Fig. 1: logic cells by family
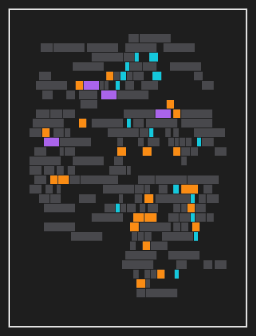
Fig. 2: register map, names as in the netlist
The bar under the picture is 20 um long. Other sequential cells in the stronger gray, the rest of the logic in the fainter gray.
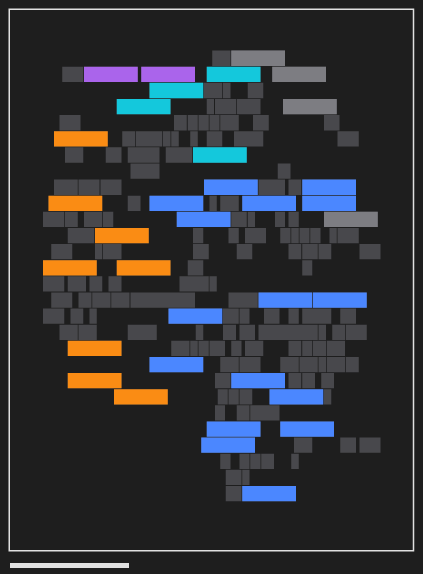
==> config.mk <==
export PLATFORM = sky130hd
export DESIGN_NAME = sig_conditioner
export DESIGN_NICKNAME = d
export VERILOG_FILES = /design/src/rtl/sig_conditioner.sv
export SDC_FILE = /design/constraint.sdc
export NUM_CORES = 1
export LEC_CHECK = 0
export CORE_ASPECT_RATIO = 1.4
export CORE_MARGIN = 5
export CORE_UTILIZATION = 35
export DETAILED_ROUTE_END_ITERATION = 8
export HOLD_SLACK_MARGIN = 0.08
export PLACE_DENSITY = 0.55
export SYNTH_ARGS = -nofsm -noshare
export SYNTH_HDL_FRONTEND = slang
export SYNTH_SLANG_ARGS = --single-unit
==> constraint.sdc <==
create_clock -name clk -period 2.16 [get_ports clk]
set_input_delay 0.216 -clock clk [delete_from_list [all_inputs] [get_ports clk]]
set_output_delay 0.216 -clock clk [all_outputs]
set_load 0.01 [all_outputs]
==> CHANGELOG.md <==
## Flow update

- Pre-Repair DR Iteration Count: 4
- RePlAce Congestion: 0.746
- IO Count: 16
- Nature of the critical path startpoint: flip-flop
- Final worst-path cycle share: about nine tenths
- Latest clock arrival within the worst-skew pair: ~280 ps
- Setup violators final: 0
- Post-layout min period: 1920 ps
- Post-DP HPWL: 2.33 mm
- CTS tree: done
- Gr ovfl total: 0
- Peak supply drop: between 500 and 600 uV
- Critical path arrival: 2090 ps
- Fmax: 0.521 GHz
- Levels on crit path: 5
- Slowest Stage Delay on Critical Path: ~550 ps
- Internal reg-to-reg setup slack: between 200 and 250 ps
- Most frequent cells in the layout: dfrtp_1 (34), clkdlybuf4s50_1 (15), nor2_1 (11), a21oi_1 (10), nand4_1 (10)
- Final Hold Viols: 0
- Pleak: 0.850 nW
- Status: finished clean
- GRT Util Overall: approximately 12%
- Crit. End Element: flip-flop
- Number of vias per cell: about 5.3
- Worst Path Max Fanout: 13
- Die Height: 91.1 um
- Area leader, netlist: dfrtp_1
- Max clock buf depth: 2
- Largest net degree at the start of global routing: 35
- Total clock sinks: 34
- Cts repair resizes: 0
- Max stage delay cell, worst path: or4b_4
- Via Count: 1232
- Global-route wire length before repair: between 5 and 6 mm
- Number of enable flip-flop cells: 0
- Port buffer count: 15
- Share of layout cells above drive strength 1: 9.94%
- Iter 0 DRT Violations: 90
- Syn nets: 157
- Unrepaired setup endpoints after global routing: no
- Min-Delay Path Class: in2async
- H-tree Lvls: 2
- Max Cap Viol: 0
- Cells after synthesis: 149
- Total CTS buffers: 5
- Core area: about 4500 um^2
- Vias in the first global route: 1201
## Picture notes: Fig. 1
nor cells -> cyan  # cells 15, most used nor2_1
fa/ha/maj cells -> purple  # cells 4, most used ha_1
and/or cells -> orange  # cells 21, most used and3_1
Cell Count, Final, Fillers Out: 233
logic share of the area: 37.3%

## Picture notes: Fig. 2
tcnt -> blue  # flops 16
sync_q -> purple  # flops 2
glitch_cnt -> orange  # flops 8, where left middle
fcnt -> cyan  # flops 4, where top middle
not colored = 4
sequential power: 0.989 mW
final core occ: 43.8%
sequential cell area share: 42.8%
FF/Latch Area: 851 um^2

## synth_stat cells, types with 4 or more instances
library cell	number
nand3_1	7
or4_1	5
ha_1	4
xnor2_1	9
dfrtp_1	34
inv_1	5
xor2_1	7
and3_1	8
nor2_1	11
o31ai_1	5
a21oi_1	10
nand4_1	10
## metal layers
metal  up-vias  share of wire (%)  GRT usage [%]
li1        588                  -              -
met1       598                 42           14.0
met2        41                 51           19.3
met3         5                6.3           4.81
met4         0                1.3           5.47
met5         -                  0              0
## final cells by class
cell class / count / area, um^2 / area share, %
Clock buffer: 6 / 82.6 / 4.15
Clock inverter: 1 / 30.0 / 1.51
Inverter: 5 / 18.8 / 0.944
Multi-Input combinational cell: 105 / 741 / 37.3
Sequential cell: 34 / 851 / 42.8
Tap cell: 62 / 77.6 / 3.90
Timing Repair Buffer: 20 / 188 / 9.44
## through the flow
| step | utilization [%] | total power [mW] | hold WS, ps | setup slack (ps) | area [um^2] |
|---|---|---|---|---|---|
| finish | 43.8 | 2.16 | 349 | 241 | 1990 |
| global route | 43.8 | 2.32 | 358 | 147 | 1990 |
| CTS | 43.8 | 2.20 | 351 | 239 | 1990 |
| detailed placement | 41.4 | 1.59 | 336 | 242 | 1880 |
| global placement | 41.4 | 1.56 | 333 | 296 | 1880 |
| floorplan | - | 1.33 | -79.6 | 274 | 1640 |
## where the power goes
group / switching [mW] / internal [mW]
logic: 0.267 / 0.319
clock network: 0.217 / 0.369
registers: 0.202 / 0.787
total: 0.686 / 1.47
## cell families after synthesis
logic type | after synthesis | synth area share (%)
DFF | 34 | 51.8
and+or+nand+nor | 59 | 21.5
buffers and inverters | 10 | 3.20
muxes | 3 | 1.98
AOI/OAI and AO/OA | 23 | 10.0
xor gates and xnor gates | 16 | 8.52
adders and majority gates | 4 | 3.04
## worst register-to-register path, cell delays in order, from the launching register on
cell     delay, ps
dfrtp_1        470
or4b_4         550
o41ai_4        320
buf_4          230
mux2i_1        190
nor2_1          50
No activity file was given, so power comes from the tool's default toggle rates.
